run_1/wires.png
The bar under the picture is 20 um long.
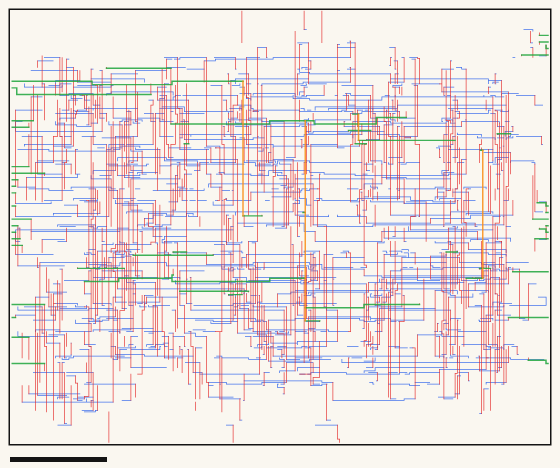
run_1/logic_types.png
The bar under the picture is 20 um long.
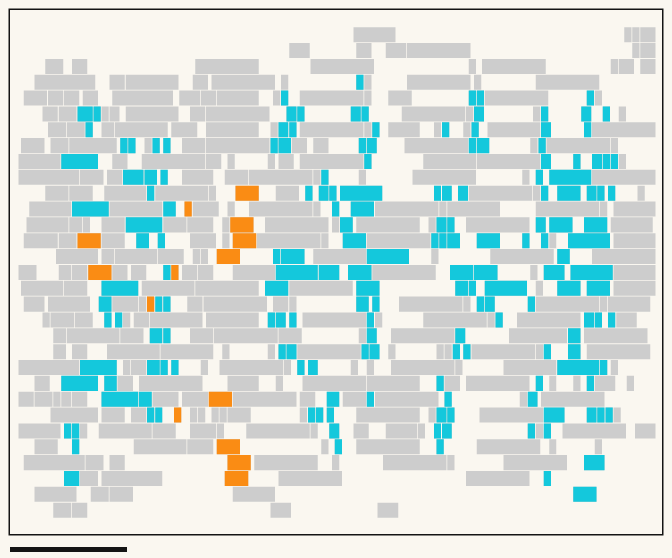
run_1/cell_density.png
11 x 9 tiles, from dark blue (low) to red (high), 0 to 100% covered.
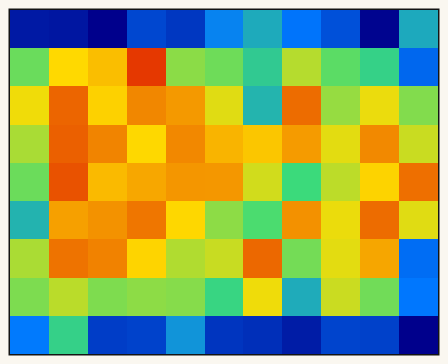
## config.mk

```make
export PLATFORM = sky130hd
export DESIGN_NAME = sync_vc_fifo
export DESIGN_NICKNAME = d
export VERILOG_FILES = /design/src/rtl/fifo_pkg.sv /design/src/rtl/sync_gp_fifo.sv /design/src/rtl/sync_vc_fifo.sv
export SDC_FILE = /design/constraint.sdc
export NUM_CORES = 1
export LEC_CHECK = 0
export ABC_AREA = 1
export CORE_ASPECT_RATIO = 0.8
export CORE_UTILIZATION = 40
export DETAILED_ROUTE_END_ITERATION = 6
export GPL_TIMING_DRIVEN = 0
export SLEW_MARGIN = 20
export SYNTH_ARGS = -nofsm -noshare
export SYNTH_HDL_FRONTEND = slang
export SYNTH_SLANG_ARGS = --single-unit
```

## constraint.sdc

```tcl
create_clock -name clk -period 1.63 [get_ports clk]
set_input_delay 0.4075 -clock clk [delete_from_list [all_inputs] [get_ports clk]]
set_output_delay 0.4075 -clock clk [all_outputs]
set_load 0.1 [all_outputs]
```

## src/rtl/fifo_pkg.sv

```systemverilog
// Shared width helpers for the VC FIFO bank and its per-channel FIFO.
package fifo_pkg;

  function automatic int unsigned vc_w_f(input int unsigned vc_num);
    return (vc_num > 1) ? $clog2(vc_num) : 1;
  endfunction

  function automatic int unsigned cnt_w_f(input int unsigned slots);
    return $clog2(slots + 1);
  endfunction

  function automatic int unsigned ptr_w_f(input int unsigned slots);
    return (slots > 1) ? $clog2(slots) : 1;
  endfunction

endpackage

```

## src/rtl/sync_gp_fifo.sv

```systemverilog
// One FIFO channel: any-depth storage, wrap-by-compare pointers, occupancy counter and flags.
// Optional sticky overflow/underflow flags are built only when FIFO_ERR_FLAGS_EN is defined.
module sync_gp_fifo
  import fifo_pkg::*;
#(
  parameter int unsigned SLOTS     = 4,
  parameter int unsigned WIDTH     = 8,
  parameter int unsigned AFULL_THR = 3
) (
  input  logic                        clk,
  input  logic                        arst,
  input  logic                        wr_en_i,
  input  logic [WIDTH-1:0]            wr_data_i,
  input  logic                        rd_en_i,
  output logic                        full_o,
  output logic                        afull_o,
  output logic                        empty_o,
  output logic [WIDTH-1:0]            rd_data_o,
  output logic [cnt_w_f(SLOTS)-1:0]   cnt_o,
  output logic                        err_ovf_o,
  output logic                        err_udf_o
);

  localparam int unsigned PTR_W = ptr_w_f(SLOTS);
  localparam int unsigned CNT_W = cnt_w_f(SLOTS);

`ifndef NO_ASSERTIONS
  if (SLOTS < 2) begin : g_chk_slots
    $error("sync_gp_fifo: SLOTS must be >= 2");
  end
  if (AFULL_THR == 0 || AFULL_THR > SLOTS) begin : g_chk_afull
    $error("sync_gp_fifo: AFULL_THR must be in 1..SLOTS");
  end
`endif

  logic [PTR_W-1:0] wr_ptr_q, wr_ptr_d;
  logic [PTR_W-1:0] rd_ptr_q, rd_ptr_d;
  logic [CNT_W-1:0] cnt_q, cnt_d;
  logic [WIDTH-1:0] mem_q [SLOTS];
  logic             wr_acc, rd_acc;

  function automatic logic [PTR_W-1:0] next_ptr(input logic [PTR_W-1:0] p);
    return (p == PTR_W'(SLOTS - 1)) ? '0 : p + 1'b1;
  endfunction

  // Flags decode registered count only, so enables never reach them combinationally.
  assign empty_o = (cnt_q == '0);
  assign full_o  = (cnt_q == CNT_W'(SLOTS));
  assign afull_o = (cnt_q >= CNT_W'(AFULL_THR));
  assign cnt_o   = cnt_q;

  assign wr_acc = wr_en_i && !full_o;
  assign rd_acc = rd_en_i && !empty_o;

  assign rd_data_o = empty_o ? '0 : mem_q[rd_ptr_q];

  always_comb begin
    wr_ptr_d = wr_ptr_q;
    rd_ptr_d = rd_ptr_q;
    cnt_d    = cnt_q;
    if (wr_acc) wr_ptr_d = next_ptr(wr_ptr_q);
    if (rd_acc) rd_ptr_d = next_ptr(rd_ptr_q);
    unique case ({wr_acc, rd_acc})
      2'b10:   cnt_d = cnt_q + 1'b1;
      2'b01:   cnt_d = cnt_q - 1'b1;
      default: cnt_d = cnt_q;
    endcase
  end

  always_ff @(posedge clk or posedge arst) begin
    if (arst) begin
      wr_ptr_q <= '0;
      rd_ptr_q <= '0;
      cnt_q    <= '0;
    end else begin
      wr_ptr_q <= wr_ptr_d;
      rd_ptr_q <= rd_ptr_d;
      cnt_q    <= cnt_d;
    end
  end

  always_ff @(posedge clk) begin
    if (wr_acc) mem_q[wr_ptr_q] <= wr_data_i;
  end

`ifdef FIFO_ERR_FLAGS_EN
  logic ovf_q, ovf_d, udf_q, udf_d;

  assign ovf_d = ovf_q | (wr_en_i & full_o);
  assign udf_d = udf_q | (rd_en_i & empty_o);

  always_ff @(posedge clk or posedge arst) begin
    if (arst) begin
      ovf_q <= 1'b0;
      udf_q <= 1'b0;
    end else begin
      ovf_q <= ovf_d;
      udf_q <= udf_d;
    end
  end

  assign err_ovf_o = ovf_q;
  assign err_udf_o = udf_q;
`else
  assign err_ovf_o = 1'b0;
  assign err_udf_o = 1'b0;
`endif

endmodule

```

## src/rtl/sync_vc_fifo.sv

```systemverilog
// Single-clock FIFO bank with one independent queue per virtual channel.
// Optional sticky error flags are enabled by defining FIFO_ERR_FLAGS_EN.
module sync_vc_fifo
  import fifo_pkg::*;
#(
  parameter int unsigned VC_NUM    = 2,
  parameter int unsigned SLOTS     = 4,
  parameter int unsigned WIDTH     = 8,
  parameter int unsigned AFULL_THR = 3
) (
  input  logic                                 clk,
  input  logic                                 arst,
  input  logic                                 wr_en_i,
  input  logic [vc_w_f(VC_NUM)-1:0]            wr_vc_i,
  input  logic [WIDTH-1:0]                     wr_data_i,
  output logic [VC_NUM-1:0]                    wr_full_o,
  output logic [VC_NUM-1:0]                    wr_afull_o,
  input  logic                                 rd_en_i,
  input  logic [vc_w_f(VC_NUM)-1:0]            rd_vc_i,
  output logic [WIDTH-1:0]                     rd_data_o,
  output logic [VC_NUM-1:0]                    rd_empty_o,
  output logic [VC_NUM*cnt_w_f(SLOTS)-1:0]     ocup_o,
  output logic [VC_NUM-1:0]                    err_ovf_o,
  output logic [VC_NUM-1:0]                    err_udf_o
);

  localparam int unsigned VC_W  = vc_w_f(VC_NUM);
  localparam int unsigned CNT_W = cnt_w_f(SLOTS);

`ifndef NO_ASSERTIONS
  if (VC_NUM < 1) begin : g_chk_vc
    $error("sync_vc_fifo: VC_NUM must be >= 1");
  end
`endif

  logic [VC_NUM-1:0] ch_wr_en;
  logic [VC_NUM-1:0] ch_rd_en;
  logic [WIDTH-1:0]  ch_rd_data [VC_NUM];

  // Out-of-range channel indices match no channel and are therefore ignored.
  for (genvar v = 0; v < VC_NUM; v++) begin : g_ch
    assign ch_wr_en[v] = wr_en_i && (wr_vc_i == VC_W'(v));
    assign ch_rd_en[v] = rd_en_i && (rd_vc_i == VC_W'(v));

    sync_gp_fifo #(
      .SLOTS     (SLOTS),
      .WIDTH     (WIDTH),
      .AFULL_THR (AFULL_THR)
    ) u_fifo (
      .clk       (clk),
      .arst      (arst),
      .wr_en_i   (ch_wr_en[v]),
      .wr_data_i (wr_data_i),
      .rd_en_i   (ch_rd_en[v]),
      .full_o    (wr_full_o[v]),
      .afull_o   (wr_afull_o[v]),
      .empty_o   (rd_empty_o[v]),
      .rd_data_o (ch_rd_data[v]),
      .cnt_o     (ocup_o[v*CNT_W +: CNT_W]),
      .err_ovf_o (err_ovf_o[v]),
      .err_udf_o (err_udf_o[v])
    );
  end

  always_comb begin
    rd_data_o = '0;
    for (int unsigned v = 0; v < VC_NUM; v++) begin
      if (rd_vc_i == VC_W'(v)) rd_data_o = ch_rd_data[v];
    end
  end

endmodule

```

==> impl_metrics.json, run 1 <==
{
  "status": "finished with violations",
  "violations": "design-rule violations, negative setup slack",
  "timing.final.ws_setup_ps": -399,
  "synth_flops": 78,
  "grt_pass1_vias": 2831,
  "required_ps": 1220,
  "totalWireLength_um": 9160,
  "drtIter0Drc": 99,
  "finalNetCount": 530,
  "ys.warnings.count": 0,
  "ys_area_um2": 3860,
  "insertion_delay_ps": 340,
  "synthFlopType": "edfxtp_1",
  "synth-edff-count": 64,
  "cts_max_level": 3,
  "fin_crit_ps": 2030,
  "pre_cts_slack_ps": -1620,
  "portBuffers": 33,
  "logic_area_um2": 1550,
  "whs_ps": 448,
  "drc": 4,
  "postSynthCellCount": 408,
  "path_clk_slew_ps": 60,
  "setup_viol": 75,
  "ff_latch_area_um2": 2290,
  "diodes": 0,
  "fmax_mhz": 493,
  "final.setup.tns_ps": -6960,
  "dr.pass1.iters": 7,
  "chipArea_um2": 10100,
  "grt_pass1_wl_um": 14000,
  "endpoint_kind": "primary output"
}
Notes on wires.png above:
- green: metal 3 (wire length 401 um)
- blue: metal 1 (wire length 4060 um)
- orange: metal 4 (wire length 101 um)
- red: metal 2 (wire length 4590 um)

Notes on logic_types.png above:
- orange: nor cells (cells 14)
- cyan: nand cells (cells 176)

Notes on cell_density.png above:
- tiles over 75% full: 34%
- nearly empty tiles: 3.0%
- mean over tiles: 57%
- emptiest ninth of the die: lower right
Layout Utilization: 64.0%
area of the core: 9230 um2

## run 1: state kept, by name, summed over array words and instances, names as in the netlist
name                  flops
g_ch.u_fifo.mem_q        64
g_ch.u_fifo.cnt_o         6
g_ch.u_fifo.wr_ptr_q      4
g_ch.u_fifo.rd_ptr_q      4
## run 1: final timing paths
check | startpoint | end | slack (ps) | cells past startpoint
max | g_ch[1].u_fifo.rd_ptr_q[0] | rd_data_o[5] | -400 | 9
max reg2reg | g_ch[0].u_fifo.cnt_o[1] | g_ch[0].u_fifo.cnt_o[2] | -310 | 11
min reg2reg | g_ch[0].u_fifo.wr_ptr_q[1] | g_ch[0].u_fifo.wr_ptr_q[1] | 540 | 2
max in group asynchronous | arst | g_ch[1].u_fifo.cnt_o[0] | 720 | 2
min | arst | g_ch[0].u_fifo.cnt_o[1] | 450 | 2
min in group clk | g_ch[0].u_fifo.wr_ptr_q[1] | g_ch[0].u_fifo.wr_ptr_q[1] | 540 | 2
## run 1: layout make-up
class / count / share of cell area [%]
clock inverter: 6 / 1.72
sequential: 78 / 38.9
multi-input combinational: 216 / 26.3
buffer: 15 / 2.73
tap: 115 / 2.44
timing repair buffer: 83 / 16.9
inverter: 99 / 7.27
clock buffer: 9 / 3.81
## run 1: Yosys cell counts, types with 3 or more instances
library cell  number
nand3_2            4
o21ai_0            4
inv_1             92
buf_4             13
dfrtp_1           14
nand3_1           36
nand2_1          126
nor2_1            12
inv_2              5
ha_1              12
buf_6              3
edfxtp_1          64
nand4_1            8
## run 1: layout by cell type, fill, tap and decap left out, types with 4 or more instances in the layout
master / count
buf_12: 20
buf_4: 37
buf_6: 21
buf_8: 4
clkbuf_16: 10
clkdlybuf4s50_1: 9
conb_1: 4
dfrtp_1: 8
dfrtp_4: 6
dlygate4sd2_1: 4
edfxtp_1: 64
ha_1: 10
inv_1: 79
inv_2: 6
inv_4: 6
nand2_1: 93
nand2_2: 10
nand2_4: 15
nand2_8: 8
nand3_1: 28
nand3_2: 5
nand3_4: 7
nand4_1: 8
nor2_1: 4
nor2_4: 10
## run 1: cell families after synthesis
logic type | Yosys count | share of synthesized area, %
AND/OR/NAND/NOR | 190 | 21.4
buffers and inverters | 117 | 13.4
flip-flops | 78 | 58.8
adder cells (fa/ha/maj) | 14 | 4.92
AND-OR/OR-AND | 4 | 0.518
XOR/XNOR | 4 | 0.907
other | 1 | 0.0970
## run 1: critical path: stages, from the launching register on
cell and delay (ps):
dfrtp_1 400, buf_6 150, inv_8 80, clkbuf_16 140, nand2_1 50, nand3_1 80
nand2_2 70, nand2_4 90, nand2_8 50, buf_12 160
## run 1: routing by layer
layer	vias up	share of wire (%)	global-route usage (%)
met4	0	1.1	5.18
met2	71	50	30.1
met1	1423	44	23.9
met3	11	4.4	5.73
met5	-	0	0
li1	1446	-	-
run_1/clk_routes.png
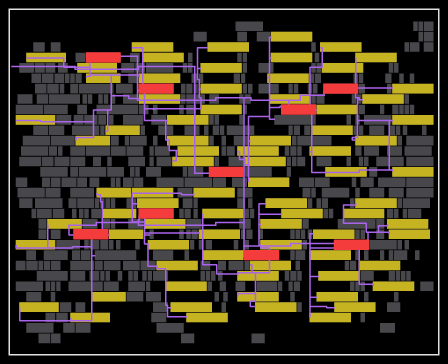

==> inputs of run 2 (changes only) <==
- ABC_AREA: 1 -> default
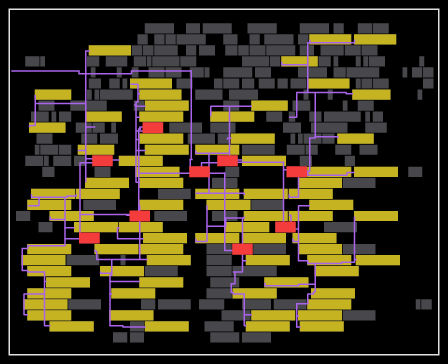
run_2/clk_routes.png
- red: clock drivers (count 9)
- purple: clock wires (length 807 um)
- yellow: flip-flops (count 78)
- routed clock nets: 10
clk_lat worst skew: 340 ps

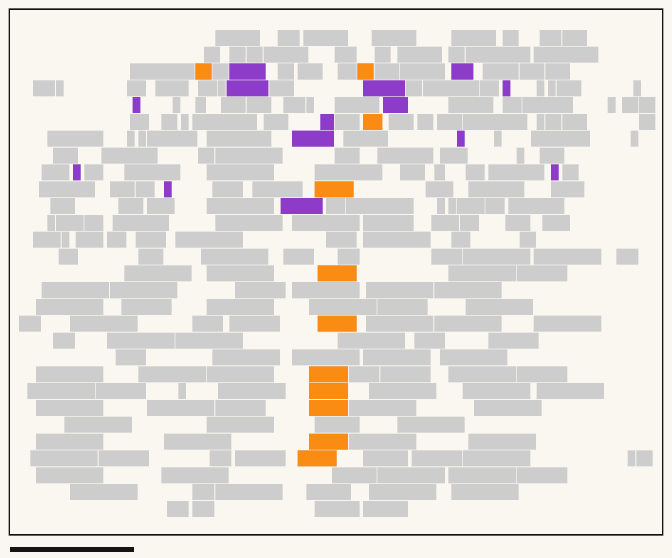
run_2/logic_types.png
The bar under the picture is 20 um long.
- orange: non-inverting ao/oa cells (cells 11)
- purple: nor cells (cells 14)
Comb area share: 25.0%
post-route insts no fill: 365
Commonest Layout Cell: edfxtp_1

==> run 2 against run 1 <==
The flow finishes with violations (negative setup slack). Non-clock buffer count fell by 34. Die area down 11%. Register-to-register slack got worse by 100 ps. Critical path depth is 5 lower.
==> impl_metrics.json, run 2 <==
{
  "placed_cell_area_um2": 4020,
  "grt_pass1_vias": 1788,
  "wl_met1_um": 2940,
  "dp_cells": 334,
  "drtIter0Drc": 66,
  "grt_pass1_wl_um": 9690,
  "yosysTopAreaCell": "edfxtp_1",
  "cp.arrival_ps": 1870,
  "fmax_mhz": 438,
  "totalWireLength_um": 6150,
  "met2_length_um": 2950,
  "finalNetCount": 281,
  "fin_crit_ps": 2280,
  "area_growth_pct": 35.1,
  "cp-start-kind": "register",
  "setup_viol": 20,
  "hp-class": "in -> async",
  "drc": 0,
  "core_area_um2": 8130,
  "endpoint_kind": "primary output",
  "largest_reg_flops": 64,
  "antenna_found_initial": 0,
  "drive_gt1_share_pct": 48.6,
  "fin_area_um2": 4620,
  "routed.top_layer": "met4",
  "chipWidth_um": 105,
  "top_register": "g_ch.u_fifo.mem_q",
  "required_ps": 1220,
  "syn-cell-area_um2": 3420,
  "synthFlopType": "edfxtp_1",
  "synth_cell_type_count": 28,
  "dr_wl_met3_um": 198,
  "grt_max_degree": 15,
  "chipArea_um2": 8930,
  "ys_area_um2": 3420,
  "synthTopCellsByCount": "64 x edfxtp_1, 14 x dfrtp_1, 14 x inv_1",
  "postSynthCellCount": 190,
  "die_height_um": 84.7,
  "ios": 38,
  "root_buffer": "clkbuf_8",
  "ant_nets": 0,
  "top_cell": "edfxtp_1",
  "gp_congestion": 0.643,
  "dr.pass1.iters": 4,
  "maxSlewHeadroom_pct": 59.4,
  "cts_tree": "done",
  "synth-edff-count": 64,
  "yosysCellCount": 190,
  "ys.warnings.count": 0,
  "cts_max_level": 3,
  "status": "finished with violations",
  "final_layout_top_logic_cells": "64 x edfxtp_1, 17 x buf_4, 16 x mux4_2, 16 x buf_12, 14 x buf_6",
  "diodes": 0,
  "synth_flops": 78,
  "skew_ps": 12.3,
  "violations": "negative setup slack",
  "grt_util_all_layers_pct": 15.0,
  "synth.top_cell.area_share_pct": 56.1,
  "rsz0062_at_grt": "true",
  "portBuffers": 33,
  "finalClockPeriodUsage_pct": 140,
  "avgSynthCellArea_um2": 18.0,
  "timing.final.ws_setup_ps": -651,
  "path_clk_slew_ps": 80,
  "synthTopCellsByArea": "edfxtp_1 56%, dfrtp_1 10%, mux4_2 7.9%",
  "tool_warnings": 35
}
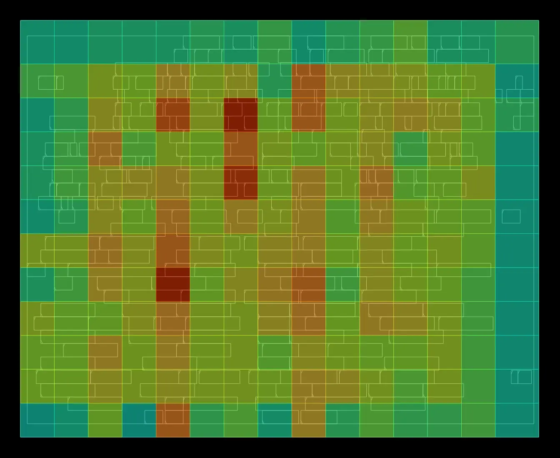
run_2/congestion.png
wire per inst: 16.8 um
Layout Utilization: 56.9%
met1 usage: 20.5%
GRT met3 Usage: 3.96%

[run 2: cell count changes after synthesis, moves of 5 or more]
cell	change
mux2_1	+6
mux4_2	+12
nand3_1	-36
inv_1	-78
nand2_1	-124
a22o_1	+8
and2_1	+8
inv_2	-5
nand4_1	-8
[run 2: timing repair]
| action | 4_1_cts | 5_1_grt |
|---|---|---|
| gates resized | 188 | 24 |
| endpoints found under the setup margin | 57 | 85 |
| setup buffers | 11 | 11 |
| gates cloned | 1 | 0 |
| pin swaps | 17 | 16 |
[run 2: logic make-up after synthesis]
group | share of synthesized area (%)
flip-flops | 66.4
buffers and inverters | 4.82
multiplexers | 13.9
AND/OR/NAND/NOR | 4.82
adder cells (fa/ha/maj) | 5.56
AND-OR/OR-AND | 2.89
XOR/XNOR | 1.54
other | 0.110
[run 2: worst max-delay path: stages, from the launching register on]
cell and delay, ps:
dfrtp_2 420, buf_8 140, mux4_2 530, a22o_4 280, buf_12 160
[run 2: final cells by class]
class	count	area (um2)
fill	647	3500
sequential	78	2300
multi-input combinational	86	1150
timing repair buffer	54	696
tap	108	135
clock buffer	9	124
buffer	10	101
clock inverter	6	63.8
inverter	14	52.6
[run 2: path summary, 6_finish.rpt]
kind	from	endpoint	slack (ps)	cells after the start
max	g_ch[1].u_fifo.rd_ptr_q[0]	rd_data_o[6]	-650	4
min in group clk	g_ch[0].u_fifo.wr_ptr_q[1]	g_ch[0].u_fifo.wr_ptr_q[1]	550	1
min reg2reg	g_ch[0].u_fifo.wr_ptr_q[1]	g_ch[0].u_fifo.wr_ptr_q[1]	550	1
max reg2reg	g_ch[0].u_fifo.cnt_o[1]	g_ch[0].u_fifo.cnt_o[2]	-410	10
min	arst	g_ch[1].u_fifo.wr_ptr_q[0]	430	2
max in group asynchronous	arst	g_ch[0].u_fifo.cnt_o[1]	730	2
[run 2: routing by layer]
metal,GRT usage (%),vias up
met3,3.96,7
met1,20.5,899
met4,4.23,0
li1,-,821
met5,0,-
met2,23.7,28
[run 2: per-stage QoR]
| stage | utilization, % | setup slack [ps] | hold WS, ps | setup TNS [ps] |
|---|---|---|---|---|
| after CTS | 55.6 | -719 | 440 | -9000 |
| after detailed placement | 49.4 | -1390 | 538 | -44050 |
| after floorplan | - | -431 | 297 | -6550 |
| final | 56.9 | -651 | 433 | -8370 |
| after global routing | 56.9 | -739 | 467 | -10940 |
| after global placement | 49.4 | -1390 | 541 | -42360 |
run_2/wires.png
The bar under the picture is 20 um long.
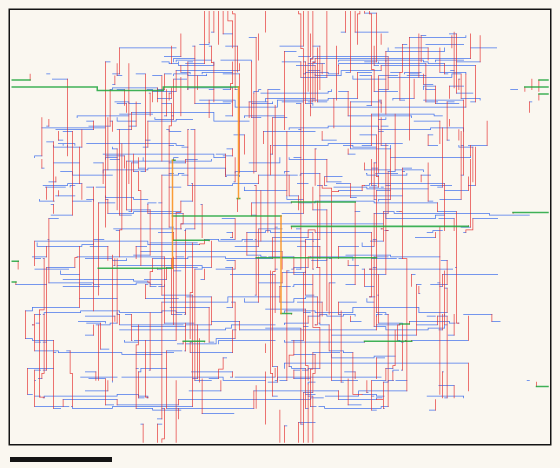

==> inputs of run 3 (changes only) <==
- PLACE_DENSITY: default -> 0.67
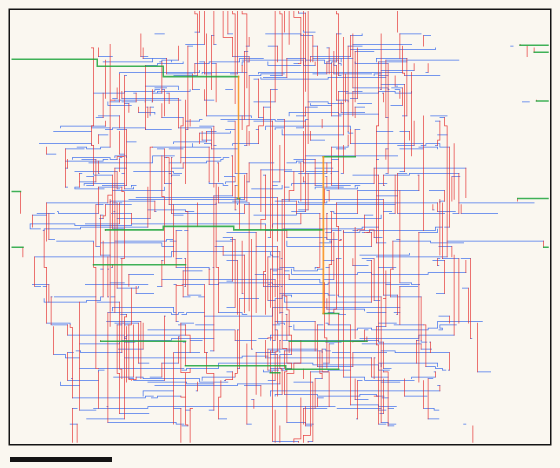
run_3/wires.png
The bar under the picture is 20 um long.
- orange: metal 4 (wire length 54.4 um)
- red: metal 2 (wire length 3170 um)
- green: metal 3 (wire length 204 um)
- blue: metal 1 (wire length 3040 um)

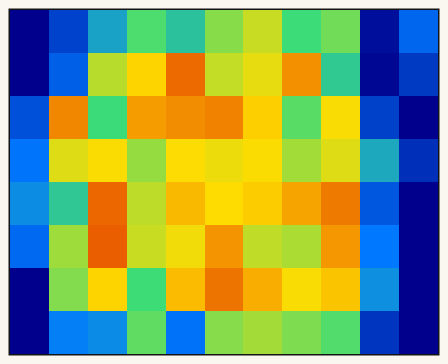
run_3/cell_density.png
11 x 8 tiles, from dark blue (low) to red (high), 0 to 100% covered.
- mean over tiles: 51%
- nearly empty tiles: 11%
- fullest tile: 89%
area of the core: 8130 um2
Layout Utilization: 57.4%
effective utilization at floorplan: 42.1%

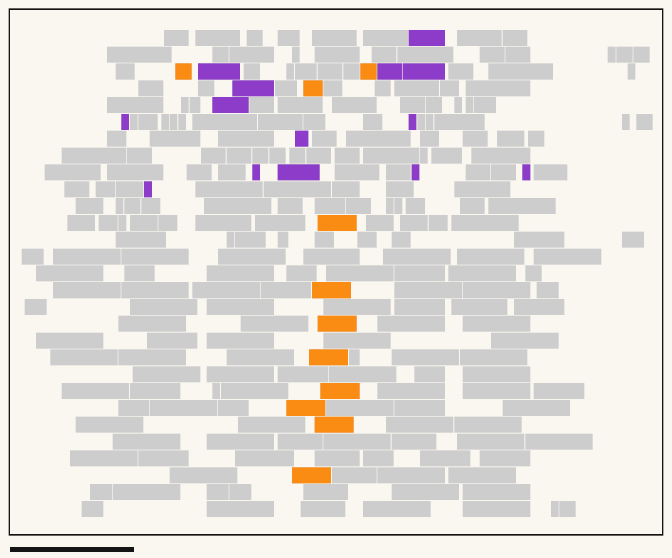
run_3/logic_types.png
The bar under the picture is 20 um long.
- orange: non-inverting ao/oa cells (cells 11)
- purple: nor cells (cells 14)
post-route insts no fill: 367
Comb area share: 24.8%

==> run 3 against run 2 <==
Non-clock buffer count grew 1. Utilization up 0.55 points. Hold slack worse by 7.1 ps. Synthesized cell count is the same. Highest routed layer unchanged. Register-to-register slack got worse by 80 ps. The run still ends with negative setup slack left. Sequential cell count unchanged. Count of clock-buffer cells in the layout unchanged. Critical endpoint unchanged. Area after synthesis stayed put. Fmax is 1.0% lower. Design area up 0.97%. Sequential share of layout area decreased by 0.48 points.
==> impl_metrics.json, run 3 <==
{
  "status": "finished with violations",
  "violations": "negative setup slack",
  "synthTopCellsByArea": "edfxtp_1 56%, dfrtp_1 10%, mux4_2 7.9%",
  "drc": 0,
  "grt_pass1_wl_um": 10400,
  "placed_cell_area_um2": 4020,
  "tool_warnings": 35,
  "timing.final.ws_setup_ps": -675,
  "finalClockPeriodUsage_pct": 141,
  "cts_buffer_depth": 2,
  "synthTopCellsByCount": "64 x edfxtp_1, 14 x dfrtp_1, 14 x inv_1",
  "chipWidth_um": 105,
  "ant_nets": 0,
  "cts_tree": "done",
  "cp_slowest_cell": "mux4_2",
  "yosysTopAreaCell": "edfxtp_1",
  "fin_area_um2": 4670,
  "dp_cells": 334,
  "root_buffer": "clkbuf_8",
  "ys_area_um2": 3420,
  "drive_gt1_share_pct": 47.9,
  "avgSynthCellArea_um2": 18.0,
  "max_cap_viol_count": 0,
  "setup_viol": 19,
  "insertion_delay_ps": 350,
  "largest_reg_flops": 64,
  "worstPathMaxFanout": 5,
  "grt_util_all_layers_pct": 16.1,
  "antenna_found_initial": 0,
  "fin_crit_ps": 2310,
  "maxSlewHeadroom_pct": 59.9,
  "rsz0062_at_grt": "true",
  "pre_cts_slack_ps": -1400,
  "viasPerCell": 4.78,
  "area_growth_pct": 36.4,
  "rrSetupSlack_ps": -490,
  "cts.sinks": 78,
  "placementRows": 29,
  "finalNetCount": 282,
  "r2r-start": "g_ch[1].u_fifo.cnt_o[0]",
  "worstRegToRegCells": 11,
  "ys_seq_share_pct": 66.4,
  "ys.warnings.count": 0,
  "ios": 38,
  "grt_pass1_vias": 1870,
  "crit_chain": "buf_8, mux4_2, a22o_4, buf_12",
  "totalWireLength_um": 6460,
  "fmax_mhz": 434,
  "skew_ps": 4.97,
  "diodes": 0,
  "gp_congestion": 0.720,
  "cp.arrival_ps": 1900,
  "drtIter0Drc": 56,
  "synth.top_cell.area_share_pct": 56.1,
  "die_height_um": 84.7,
  "top_register": "g_ch.u_fifo.mem_q",
  "finalHoldViolCount": 0,
  "synth_cell_type_count": 28,
  "endpoint_kind": "primary output",
  "slowest_delay_ps": 530,
  "final_layout_top_logic_cells": "64 x edfxtp_1, 17 x buf_12, 16 x buf_6, 16 x buf_4, 15 x mux4_2",
  "path_clk_slew_ps": 80,
  "tightest_slew_ps": 601,
  "wl_per_cell_um": 17.6,
  "cp-start-kind": "register",
  "cts_max_level": 3,
  "dr.pass1.iters": 4,
  "top_cell": "edfxtp_1",
  "chipArea_um2": 8930,
  "reg2reg_to": "g_ch[1].u_fifo.cnt_o[2]",
  "syn-cell-area_um2": 3420,
  "required_ps": 1220,
  "grt_max_degree": 15,
  "portBuffers": 33,
  "synthFlopType": "edfxtp_1",
  "hp-class": "in -> async",
  "critical_path_class": "reg -> out",
  "postSynthCellCount": 190,
  "layout_top_cell": "edfxtp_1",
  "synth-edff-count": 64,
  "yosysCellCount": 190,
  "synth_flops": 78
}
run 3: logic make-up (layout without fill, tap and decap cells):
logic type               Yosys count  after routing  share of synthesized area, %
buffers and inverters             29             95                          4.82
flip-flops                        78             78                          66.4
AND/OR/NAND/NOR                   25             25                          4.82
XOR/XNOR                           6              6                          1.54
AND-OR/OR-AND                     12             12                          2.89
adder cells (fa/ha/maj)           14             14                          5.56
other                              1              4                         0.110
multiplexers                      25             25                          13.9
run 3: final cells by class:
type / count / area (um2)
clock inverters: 7 / 88.8
flip-flops and latches: 78 / 2300
repair buffers: 53 / 694
inverters: 14 / 52.6
plain buffers: 12 / 120
multi-input cells: 86 / 1160
fillers: 632 / 3460
clock buffers: 9 / 124
well taps: 108 / 135
run 3: metal layers:
layer	global-route usage, %	wire [um]	share of wire [%]	vias up
met4	4.23	54	0.84	0
met1	22.4	3040	47	897
met2	24.8	3170	49	26
met5	0	0	0	-
li1	-	-	-	827
met3	4.89	203	3.1	5
run 3: per-stage QoR:
stage | hold slack, ps | setup TNS, ps
floorplan | 297 | -6550
global placement | 540 | -41130
detailed placement | 537 | -40970
CTS | 439 | -8690
global route | 469 | -11060
finish | 425 | -8780
run 3: worst max path at each step:
stage / from / to / slack [ps] / depth (start not counted)
2_1_floorplan: g_ch[1].u_fifo.cnt_o[0] / g_ch[1].u_fifo.cnt_o[2] / -430 / 10
3_3_place_gp: rd_vc_i / rd_data_o[0] / -1390 / 4
3_5_place_dp: rd_vc_i / rd_data_o[0] / -1400 / 4
4_1_cts: g_ch[1].u_fifo.rd_ptr_q[0] / rd_data_o[6] / -720 / 4
5_1_grt: g_ch[1].u_fifo.rd_ptr_q[0] / rd_data_o[6] / -750 / 4
6_report: g_ch[1].u_fifo.rd_ptr_q[0] / rd_data_o[6] / -680 / 4
run 3: worst max-delay path: cells and delay by family (launching register included):
| kind | cells | cell delay [ps] |
|---|---|---|
| muxes | 1 | 530 |
| DFF | 1 | 430 |
| AOI/OAI and AO/OA | 1 | 280 |
| buffers and inverters | 2 | 300 |
run 3: timing repair:
item | in CTS | in global routing
resized | 195 | 17
setup endpoints to repair | 57 | 84
pin swaps | 12 | 8
buffers inserted | 12 | 7
cloned | 2 | 0
